--- src/rtl/bdc_pkg.sv ---
// Shared definitions for the brushed-DC channel sequencer: host register map,
// CTRL bit positions, tach-read FSM states and the read-response record.
package bdc_pkg;

  localparam logic [2:0] ADDR_CTRL   = 3'd0;
  localparam logic [2:0] ADDR_TARGET = 3'd1;
  localparam logic [2:0] ADDR_STATUS = 3'd2;
  localparam logic [2:0] ADDR_TACHL  = 3'd3;
  localparam logic [2:0] ADDR_TACHH  = 3'd4;
  localparam logic [2:0] ADDR_DUTY   = 3'd5;

  localparam int CTRL_EN     = 0;
  localparam int CTRL_RUN    = 1;
  localparam int CTRL_INVPWM = 2;
  localparam int CTRL_INVPH  = 3;
  localparam int CTRL_RAMP   = 4;
  localparam int CTRL_FCLR   = 7;

  typedef enum logic [1:0] {
    TS_IDLE = 2'd0,
    TS_FRZ  = 2'd1,
    TS_HOLD = 2'd2
  } tach_state_e;

  typedef struct packed {
    logic       vld;
    logic [7:0] data;
  } rd_rsp_t;

endpackage

--- src/rtl/bdc_channel_sequencer_if.sv ---
// Host register bus for one motor channel.
//   addr/wr/rd/wrtdata : host -> sequencer, one-cycle strobes
//   rddata/rdvalid     : sequencer -> host, one response pulse per read
interface bdc_channel_sequencer_if;
  logic [2:0] addr;
  logic       wr;
  logic       rd;
  logic [7:0] wrtdata;
  logic [7:0] rddata;
  logic       rdvalid;

  modport master (output addr, wr, rd, wrtdata, input rddata, rdvalid);
  modport slave  (input addr, wr, rd, wrtdata, output rddata, rdvalid);
endinterface

--- src/rtl/bdc_ce_divider.sv ---
// Free-running clock-enable generator.
//   clk, reset : clock, synchronous active-high reset
//   ce         : one-cycle pulse every DIV cycles, first at cycle DIV-1
//                after reset release (DIV=1 gives a constant-high enable)
module bdc_ce_divider #(
  parameter int DIV = 16
) (
  input  logic clk,
  input  logic reset,
  output logic ce
);
  localparam int W = (DIV > 1) ? $clog2(DIV) : 1;
  localparam logic [W-1:0] LAST = W'(DIV - 1);

  logic [W-1:0] cnt_q, cnt_d;

  assign ce = (cnt_q == LAST);

  always_comb cnt_d = ce ? '0 : cnt_q + W'(1);

  always_ff @(posedge clk) begin
    if (reset) cnt_q <= '0;
    else       cnt_q <= cnt_d;
  end
endmodule

--- src/rtl/bdc_channel_sequencer.sv ---
// Control/sequencing front end for one brushed DC motor channel.
//   clk, reset     : clock, synchronous active-high reset
//   host           : register bus (CTRL, TARGET, STATUS, TACHL, TACHH, DUTY)
//   countl/counth  : tach count bytes from the channel counter
//   currentlimit   : overcurrent indication from the power stage
//   filterce/pwmcntce : divided clock enables for tach filter / PWM counter
//   pwmldce/pwmdata   : PWM duty load strobe and duty value
//   freeze         : holds the tach counter during a two-byte read
//   invphase/invertpwm/enablepwm/run : channel control bits
module bdc_channel_sequencer
  import bdc_pkg::*;
#(
  parameter int FILTER_DIV     = 16,
  parameter int PWM_DIV        = 4,
  parameter int RAMP_DIV       = 256,
  parameter int ILIMIT_MAX     = 8,
  parameter int FREEZE_TIMEOUT = 1024
) (
  input  logic                     clk,
  input  logic                     reset,
  bdc_channel_sequencer_if.slave   host,
  input  logic [7:0]               countl,
  input  logic [7:0]               counth,
  input  logic                     currentlimit,
  output logic                     filterce,
  output logic                     pwmcntce,
  output logic                     pwmldce,
  output logic [7:0]               pwmdata,
  output logic                     freeze,
  output logic                     invphase,
  output logic                     invertpwm,
  output logic                     enablepwm,
  output logic                     run
);
  localparam int RW = (RAMP_DIV > 1) ? $clog2(RAMP_DIV) : 1;
  localparam int TW = $clog2(FREEZE_TIMEOUT + 1);

  logic [4:0]    ctrl_q, ctrl_d;
  logic [7:0]    target_q, target_d, duty_q, duty_d;
  logic          fault_q, fault_d, ld_q, ld_d;
  logic [RW-1:0] rcnt_q, rcnt_d;
  logic [7:0]    pcnt_q, pcnt_d, consec_q, consec_d;
  logic          lim_q, lim_d;
  tach_state_e   st_q, st_d;
  logic          freeze_q, freeze_d;
  logic [TW-1:0] tmo_q, tmo_d;
  rd_rsp_t       rsp_q, rsp_d;
  logic          pend_q, pend_d;
  logic [2:0]    pend_addr_q, pend_addr_d;

  logic       wr_ctrl, wr_tgt, fclr, rtick, pbnd, lim_now, fset, ramp_busy, svc;
  logic [2:0] saddr;
  logic [7:0] reg_rdata;
  logic       unused;

  bdc_ce_divider #(.DIV(FILTER_DIV)) u_filt_ce (.clk(clk), .reset(reset), .ce(filterce));
  bdc_ce_divider #(.DIV(PWM_DIV))    u_pwm_ce  (.clk(clk), .reset(reset), .ce(pwmcntce));

  assign wr_ctrl   = host.wr && (host.addr == ADDR_CTRL);
  assign wr_tgt    = host.wr && (host.addr == ADDR_TARGET);
  assign fclr      = wr_ctrl && host.wrtdata[CTRL_FCLR] && !currentlimit;
  assign rtick     = (rcnt_q == RW'(RAMP_DIV - 1));
  // Last pwmcntce of a 256-pulse PWM period closes the period.
  assign pbnd      = pwmcntce && (pcnt_q == 8'hFF);
  assign lim_now   = lim_q | currentlimit;
  assign fset      = pbnd && lim_now && (consec_q == 8'(ILIMIT_MAX - 1));
  assign ramp_busy = ctrl_q[CTRL_RAMP] && (duty_q != target_q);
  assign unused    = ^host.wrtdata[6:5];

  // Duty ramp, register writes and overcurrent fault.
  always_comb begin
    rcnt_d   = rtick ? '0 : rcnt_q + RW'(1);
    pcnt_d   = pwmcntce ? pcnt_q + 8'd1 : pcnt_q;
    lim_d    = pbnd ? 1'b0 : lim_now;
    consec_d = consec_q;
    if (pbnd) consec_d = (lim_now && !fset) ? consec_q + 8'd1 : 8'd0;
    ctrl_d   = wr_ctrl ? host.wrtdata[4:0] : ctrl_q;
    target_d = wr_tgt ? host.wrtdata : target_q;
    duty_d   = duty_q;
    ld_d     = 1'b0;
    if (wr_tgt && !ctrl_q[CTRL_RAMP]) begin
      duty_d = host.wrtdata;
      ld_d   = 1'b1;
    end else if (ctrl_q[CTRL_RAMP] && rtick && (duty_q != target_d)) begin
      // Step toward the incoming target so a mid-ramp retarget never
      // takes a step the wrong way.
      duty_d = (target_d > duty_q) ? duty_q + 8'd1 : duty_q - 8'd1;
      ld_d   = 1'b1;
    end
    if (fset) begin
      target_d = 8'd0;
      duty_d   = 8'd0;
      ld_d     = 1'b1;
    end
    fault_d = fset ? 1'b1 : (fclr ? 1'b0 : fault_q);
  end

  always_comb begin
    reg_rdata = 8'd0;
    case (saddr)
      ADDR_CTRL:   reg_rdata = {3'd0, ctrl_q};
      ADDR_TARGET: reg_rdata = target_q;
      ADDR_STATUS: reg_rdata = {5'd0, freeze_q, ramp_busy, fault_q};
      ADDR_TACHL:  reg_rdata = countl;
      ADDR_TACHH:  reg_rdata = counth;
      ADDR_DUTY:   reg_rdata = duty_q;
      default:     reg_rdata = 8'd0;
    endcase
  end

  // Read servicing and tach-freeze FSM. The FRZ cycle owns the response
  // slot for the low byte; a host read landing there is parked one cycle.
  always_comb begin
    st_d        = st_q;
    freeze_d    = freeze_q;
    tmo_d       = tmo_q;
    rsp_d       = '0;
    svc         = 1'b0;
    saddr       = pend_q ? pend_addr_q : host.addr;
    pend_d      = pend_q & host.rd;
    pend_addr_d = host.addr;
    if (st_q == TS_FRZ) begin
      rsp_d.vld   = 1'b1;
      rsp_d.data  = countl;
      st_d        = TS_HOLD;
      tmo_d       = '0;
      pend_d      = pend_q | host.rd;
      pend_addr_d = host.rd ? host.addr : pend_addr_q;
    end else begin
      svc        = pend_q | host.rd;
      rsp_d.vld  = svc;
      rsp_d.data = reg_rdata;
    end
    case (st_q)
      TS_IDLE: begin
        freeze_d = 1'b0;
        if (svc && (saddr == ADDR_TACHL)) begin
          st_d      = TS_FRZ;
          freeze_d  = 1'b1;
          rsp_d.vld = 1'b0;
        end
      end
      TS_HOLD: begin
        tmo_d = tmo_q + TW'(1);
        // High-byte read: freeze stays up through rdvalid, IDLE drops it.
        if (svc && (saddr == ADDR_TACHH)) st_d = TS_IDLE;
        else if (svc && (saddr == ADDR_TACHL)) tmo_d = '0;
        else if (tmo_q == TW'(FREEZE_TIMEOUT - 1)) begin
          st_d     = TS_IDLE;
          freeze_d = 1'b0;
        end
      end
      default: ;
    endcase
  end

  always_ff @(posedge clk) begin
    if (reset) begin
      ctrl_q <= '0; target_q <= '0; duty_q <= '0; fault_q <= 1'b0; ld_q <= 1'b0;
      rcnt_q <= '0; pcnt_q <= '0; consec_q <= '0; lim_q <= 1'b0;
      st_q <= TS_IDLE; freeze_q <= 1'b0; tmo_q <= '0; rsp_q <= '0;
      pend_q <= 1'b0; pend_addr_q <= '0;
    end else begin
      ctrl_q <= ctrl_d; target_q <= target_d; duty_q <= duty_d; fault_q <= fault_d; ld_q <= ld_d;
      rcnt_q <= rcnt_d; pcnt_q <= pcnt_d; consec_q <= consec_d; lim_q <= lim_d;
      st_q <= st_d; freeze_q <= freeze_d; tmo_q <= tmo_d; rsp_q <= rsp_d;
      pend_q <= pend_d; pend_addr_q <= pend_addr_d;
    end
  end

  assign host.rddata  = rsp_q.data;
  assign host.rdvalid = rsp_q.vld;
  assign pwmldce      = ld_q;
  assign pwmdata      = duty_q;
  assign freeze       = freeze_q;
  assign invphase     = ctrl_q[CTRL_INVPH];
  assign invertpwm    = ctrl_q[CTRL_INVPWM];
  assign enablepwm    = ctrl_q[CTRL_EN] & ~fault_q;
  assign run          = ctrl_q[CTRL_RUN] & ~fault_q;
endmodule

--- src/flat_wrapper.sv ---
// flat-port wrapper written by rule: the top's interface ports become plain ports
module bdc_channel_sequencer_flat import bdc_pkg::*;
#(
  parameter int FILTER_DIV     = 16,
  parameter int PWM_DIV        = 4,
  parameter int RAMP_DIV       = 256,
  parameter int ILIMIT_MAX     = 8,
  parameter int FREEZE_TIMEOUT = 1024
)
  (clk, reset, countl, counth, currentlimit, filterce, pwmcntce, pwmldce, pwmdata, freeze, invphase, invertpwm, enablepwm, run, host_addr, host_wr, host_rd, host_wrtdata, host_rddata, host_rdvalid);
  bdc_channel_sequencer_if host_i ();
  input  logic clk;
  input  logic reset;
  input  logic [7:0] countl;
  input  logic [7:0] counth;
  input  logic currentlimit;
  output logic filterce;
  output logic pwmcntce;
  output logic pwmldce;
  output logic [7:0] pwmdata;
  output logic freeze;
  output logic invphase;
  output logic invertpwm;
  output logic enablepwm;
  output logic run;
  input wire logic [$bits(host_i.addr)-1:0] host_addr;
  input wire logic [$bits(host_i.wr)-1:0] host_wr;
  input wire logic [$bits(host_i.rd)-1:0] host_rd;
  input wire logic [$bits(host_i.wrtdata)-1:0] host_wrtdata;
  output wire logic [$bits(host_i.rddata)-1:0] host_rddata;
  output wire logic [$bits(host_i.rdvalid)-1:0] host_rdvalid;
  assign host_i.addr = host_addr;
  assign host_i.wr = host_wr;
  assign host_i.rd = host_rd;
  assign host_i.wrtdata = host_wrtdata;
  assign host_rddata = host_i.rddata;
  assign host_rdvalid = host_i.rdvalid;
  bdc_channel_sequencer #(.FILTER_DIV(FILTER_DIV), .PWM_DIV(PWM_DIV), .RAMP_DIV(RAMP_DIV), .ILIMIT_MAX(ILIMIT_MAX), .FREEZE_TIMEOUT(FREEZE_TIMEOUT)) u_core (.clk(clk), .reset(reset), .host(host_i), .countl(countl), .counth(counth), .currentlimit(currentlimit), .filterce(filterce), .pwmcntce(pwmcntce), .pwmldce(pwmldce), .pwmdata(pwmdata), .freeze(freeze), .invphase(invphase), .invertpwm(invertpwm), .enablepwm(enablepwm), .run(run));
endmodule
--- config.mk ---
export PLATFORM = sky130hd
export DESIGN_NAME = bdc_channel_sequencer_flat
export DESIGN_NICKNAME = d
export VERILOG_FILES = /design/src/rtl/bdc_pkg.sv /design/src/rtl/bdc_channel_sequencer_if.sv /design/src/rtl/bdc_ce_divider.sv /design/src/rtl/bdc_channel_sequencer.sv /design/src/flat_wrapper.sv
export SDC_FILE = /design/constraint.sdc
export NUM_CORES = 1
export LEC_CHECK = 0
export CELL_PAD_IN_SITES_DETAIL_PLACEMENT = 1
export CELL_PAD_IN_SITES_GLOBAL_PLACEMENT = 1
export CORE_ASPECT_RATIO = 0.7
export CORE_MARGIN = 10
export CORE_UTILIZATION = 35
export CTS_BUF_LIST = sky130_fd_sc_hd__clkbuf_4 sky130_fd_sc_hd__clkbuf_8 sky130_fd_sc_hd__clkbuf_16
export CTS_CLUSTER_DIAMETER = 150
export CTS_CLUSTER_SIZE = 40
export DETAILED_ROUTE_END_ITERATION = 8
export PLACE_DENSITY = 0.66
export SLEW_MARGIN = 20
export SYNTH_ARGS = -nofsm -noshare
export SYNTH_HDL_FRONTEND = slang
export SYNTH_SLANG_ARGS = --single-unit
--- constraint.sdc ---
create_clock -name clk -period 8.6 [get_ports clk]
set_input_delay 1.72 -clock clk [delete_from_list [all_inputs] [get_ports clk]]
set_output_delay 1.72 -clock clk [all_outputs]
set_load 0.02 [all_outputs]
Run 1, metal 2:
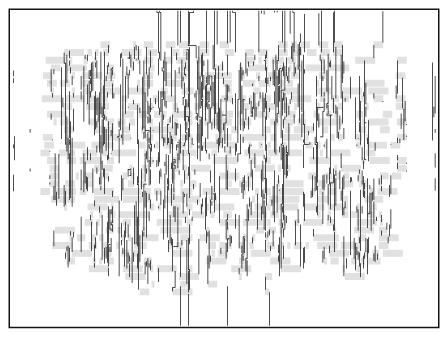
longest straight run: 36.9 um
share of all routed wire: 41%
Via Count: 3,505
final wirelength: 12,400 um
grt met2 use: 0.210

Run 1, signal wires by layer:
Only two layers are drawn.
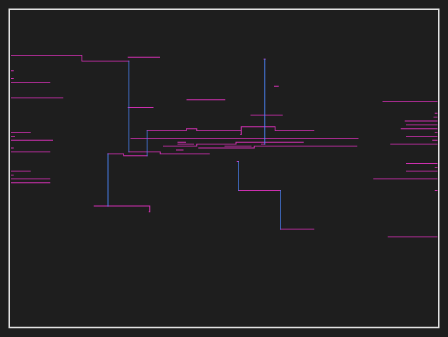
[M3] magenta | wire length: 705 um
[M4] blue | wire length: 113 um

Run 1, sizing map:
The bar under the picture is 50 um long.
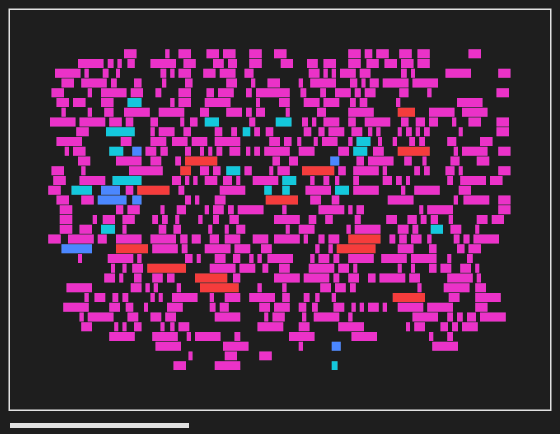
[x6 and larger] red | cells: 14 | most used: clkbuf_16
[x1 and smaller] magenta | cells: 484 | most used: dfxtp_1
[x2] cyan | cells: 18 | most used: mux2_2
[x3 and x4] blue | cells: 7

==> impl_metrics.ini, run 1 <==
; implementation run metrics
[outcome]
outcome = completed

[floorplanning]
fp_util = 0.358

[power]
p_int_mw = 0.744
seq_power_share = 0.398
power_mw = 0.995
leakage_nw = 2.03
p_comb_frac = 0.144

[final_layout]
drive_gt1_frac = 0.0746
seq_cells = 81
clock_cell_area_share = 0.0672
inverters_excl_clock = 15
final_cells = 680
seq_share = 0.309
utilization = 0.449
clkbuf_count = 10
syn_to_final_growth_pct = 25.4
nNonClkBuffers = 58

[cts]
cts.sinks = 81
holdBufCountCts = 0
clockBufferDepth = 2
clkLatencyLatePin_ns = 0.34

[hold_path]
hold-path-cell-count = 1

[synth]
ff_type = dfxtp_1
yosysMostFrequentCell = dfxtp_1
edf_count = 0
yosys.stat.seqShare = 0.387
synth-seq-cells = 81

[worst_setup_path]
path_class = in -> reg
cp_top_family = AND-OR/OR-AND gates
r2r-end = u_core.pwmdata[6]
critPathLaunch = host_addr[0]
cp-start-kind = input pin
worstReg2RegStart = u_core.pwmdata[1]
worst_r2r_path_depth = 12
critPathCaptureType = register

[timing]
fin_setup_tns_ns = 0
drv_slew = 0
rsz0062_at_grt = false

[place]
post-place-cells = 664
hpwl_um = 9430

[global_routing]
grt_pass1_wl_um = 20300
met1_usage = 0.219
grt_antenna_before_repair = 0

[routing]
routedLengthMet1_um = 6420
drt.antenna.violating_nets = 0

[job]
drv_cap = 0
-- run 1: state kept, by name, summed over array words and instances (netlist names) --
name                    cells
u_core.consec_q             8
u_core.ctrl_q               5
u_core.fault_q              1
u_core.freeze               1
u_core.host.rddata          8
u_core.host.rdvalid         1
u_core.lim_q                1
u_core.pcnt_q               8
u_core.pend_addr_q          3
u_core.pend_q               1
u_core.pwmdata              8
u_core.pwmldce              1
u_core.rcnt_q               8
u_core.st_q                 2
u_core.target_q             8
u_core.tmo_q               11
u_core.u_filt_ce.cnt_q      4
u_core.u_pwm_ce.cnt_q       2
-- run 1: cell families after synthesis --
kind of cell    after synthesis  share of synthesized area
flops                        81                      0.387
fa+ha+maj                    26                     0.0795
mux                          29                     0.0900
xor+xnor                     43                     0.0900
simple gates                183                      0.216
compound gates               72                      0.106
buf+inv                      30                     0.0314
==> inputs of run 2 (changes only) <==
==> constraint.sdc (replaced) <==
create_clock -name clk -period 6.2 [get_ports clk]
set_input_delay 1.24 -clock clk [delete_from_list [all_inputs] [get_ports clk]]
set_output_delay 1.24 -clock clk [all_outputs]
set_load 0.02 [all_outputs]
Run 2, signal wires by layer:
Only two layers are drawn.
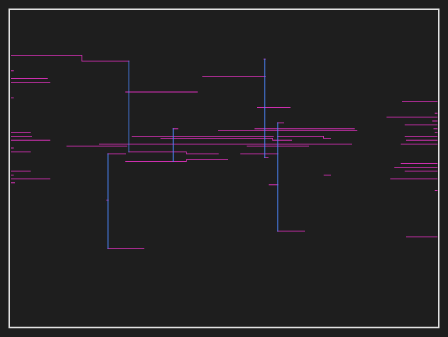
final wirelength: 12,100 um
Via Count: 3,520

==> impl_metrics.ini, run 2 <==
; implementation run metrics
[power]
leakage_nw = 2.02
seq_power_share = 0.416
power_mw = 1.32
p_comb_frac = 0.152
p_int_mw = 0.990

[worst_setup_path]
cp_top_family = AND-OR/OR-AND gates
critPathLaunch = host_addr[0]
cp-start-kind = input pin
critPathCaptureType = register
worst_r2r_path_depth = 15
path_class = in -> reg
worstReg2RegStart = u_core.target_q[1]

[timing]
rsz0062_at_grt = false
drv_slew = 0
fin_setup_tns_ns = 0

[final_layout]
largest_reg_flops = 11
seq_share = 0.311
nNonClkBuffers = 59
drive_gt1_frac = 0.0727
clkbuf_count = 10
syn_to_final_growth_pct = 24.7
clock_cell_area_share = 0.0609

[synth]
yosys.stat.seqShare = 0.387
ff_type = dfxtp_1
edf_count = 0
yosysMostFrequentCell = dfxtp_1

[routing]
drt.antenna.violating_nets = 0

[cts]
holdBufCountCts = 0
clkLatencyLatePin_ns = 0.34
cts.sinks = 81
clockBufferDepth = 2

[outcome]
outcome = completed

[place]
hpwl_um = 9260

[global_routing]
grt_antenna_before_repair = 0
grt_pass1_wl_um = 19800

[job]
drv_cap = 0
Run 2, M4 wires:
The bar under the picture is 50 um long.
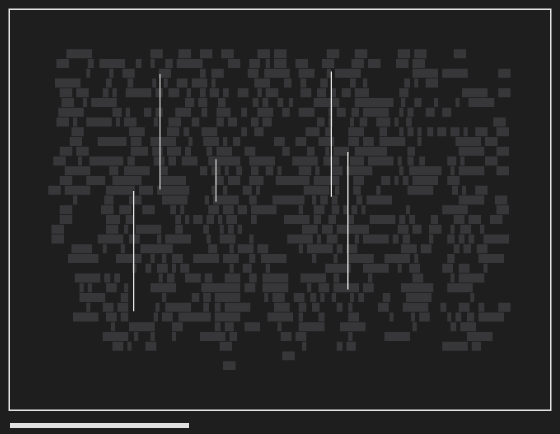
main direction: vertical
nets with wire on the layer: 3
wire length on this layer: 150 um

run 2: cell counts after synthesis:
No cell type changed its count.
run 2: cells by family after synthesis:
logic type | Yosys count | share of synthesized area
and+or+nand+nor | 183 | 0.216
DFF | 81 | 0.387
AOI/OAI and AO/OA | 72 | 0.106
xor gates and xnor gates | 43 | 0.0900
buffers and inverters | 30 | 0.0314
muxes | 29 | 0.0900
adders and majority gates | 26 | 0.0795
run 2: layer usage:
metal  vias up  part of all wire  GRT usage
met5         -                 0          0
met4         0             0.012     0.0377
met3        14             0.065     0.0437
met2        67              0.40      0.200
met1      1703              0.52      0.216
li1       1736                 -          -
run 2: through the flow:
stage	worst slack [ns]	std cells
2_1_floorplan	1.25	464
3_3_place_gp	0.992	665
3_5_place_dp	0.738	665
4_1_cts	1.08	680
5_1_grt	0.749	680
6_report	1.06	680
==> inputs of run 3 (changes only) <==
==> constraint.sdc (replaced) <==
create_clock -name clk -period 4.96 [get_ports clk]
set_input_delay 0.992 -clock clk [delete_from_list [all_inputs] [get_ports clk]]
set_output_delay 0.992 -clock clk [all_outputs]
set_load 0.02 [all_outputs]
Run 3, metal 2:
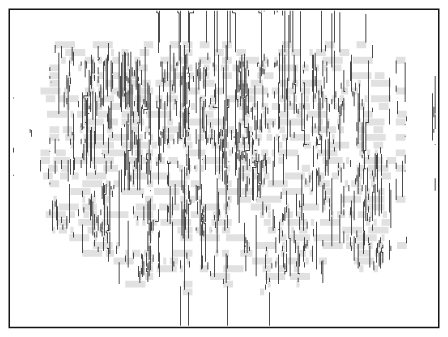
main direction: vertical
nets with wire on the layer: 488
share of all routed wire: 41%
wire length on this layer: 4,970 um

==> impl_metrics.ini, run 3 <==
; implementation run metrics
[routing]
met2_length_um = 4970
routedLengthMet1_um = 6300

[outcome]
outcome = completed

[final_layout]
clkbuf_count = 9
drive_gt1_frac = 0.0779
seq_cells = 81
final_cells = 683
inverters_excl_clock = 15
nNonClkBuffers = 62

[worst_setup_path]
worst_r2r_path_depth = 13
cp-start-kind = input pin
worstReg2RegStart = u_core.pwmdata[1]

[timing]
rsz0062_at_grt = false
fin_setup_tns_ns = 0
fin_ws_ns = 0.232

[power]
leakage_nw = 2.03
seq_power_share = 0.419
p_int_mw = 1.22

[floorplanning]
fp_util = 0.358

[global_routing]
grt_use_met3 = 0.0364
grt-busiest-layer = met1
grt_antenna_before_repair = 0
met1_usage = 0.217

[synth]
synth-seq-cells = 81
edf_count = 0
yosys.stat.seqShare = 0.387
yosysMostFrequentCell = dfxtp_1

[cts]
holdBufCountCts = 0

[place]
hpwl_um = 9260
Run 3, M4 wires:
The bar under the picture is 50 um long.
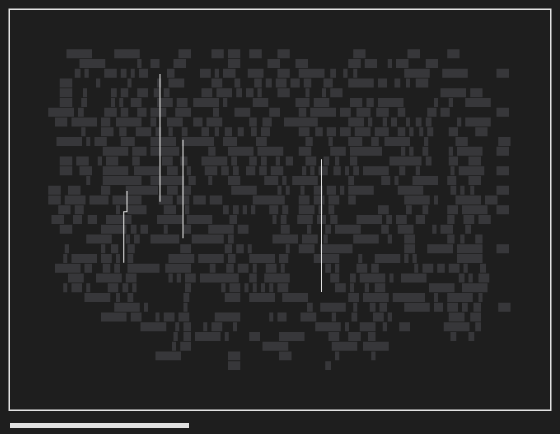
share of all routed wire: 0.99%
longest straight run: 36.7 um
final wirelength: 12,100 um
Via Count: 3,534

==> run 3: cell counts after synthesis <==
No cell type changed its count.
==> run 3: critical path: stages <==
cell             delay (ns)
clkdlybuf4s50_1        0.47
nor4bb_2               0.28
buf_4                  0.25
mux2_2                 0.36
ha_1                   0.30
nor2b_1                0.14
o211ai_1               0.17
a21oi_1                0.09
o31ai_1                0.23
buf_4                  0.21
ha_1                   0.29
a21o_1                 0.20
a21oi_1                0.23
o21ai_0                0.16
xnor2_1                0.14
a2111oi_0              0.39
==> run 3: cell families after synthesis <==
family,count (synthesis),share of synthesized area
AOI/OAI and AO/OA,72,0.106
muxes,29,0.0900
xor gates and xnor gates,43,0.0900
adders and majority gates,26,0.0795
DFF,81,0.387
and+or+nand+nor,183,0.216
buffers and inverters,30,0.0314
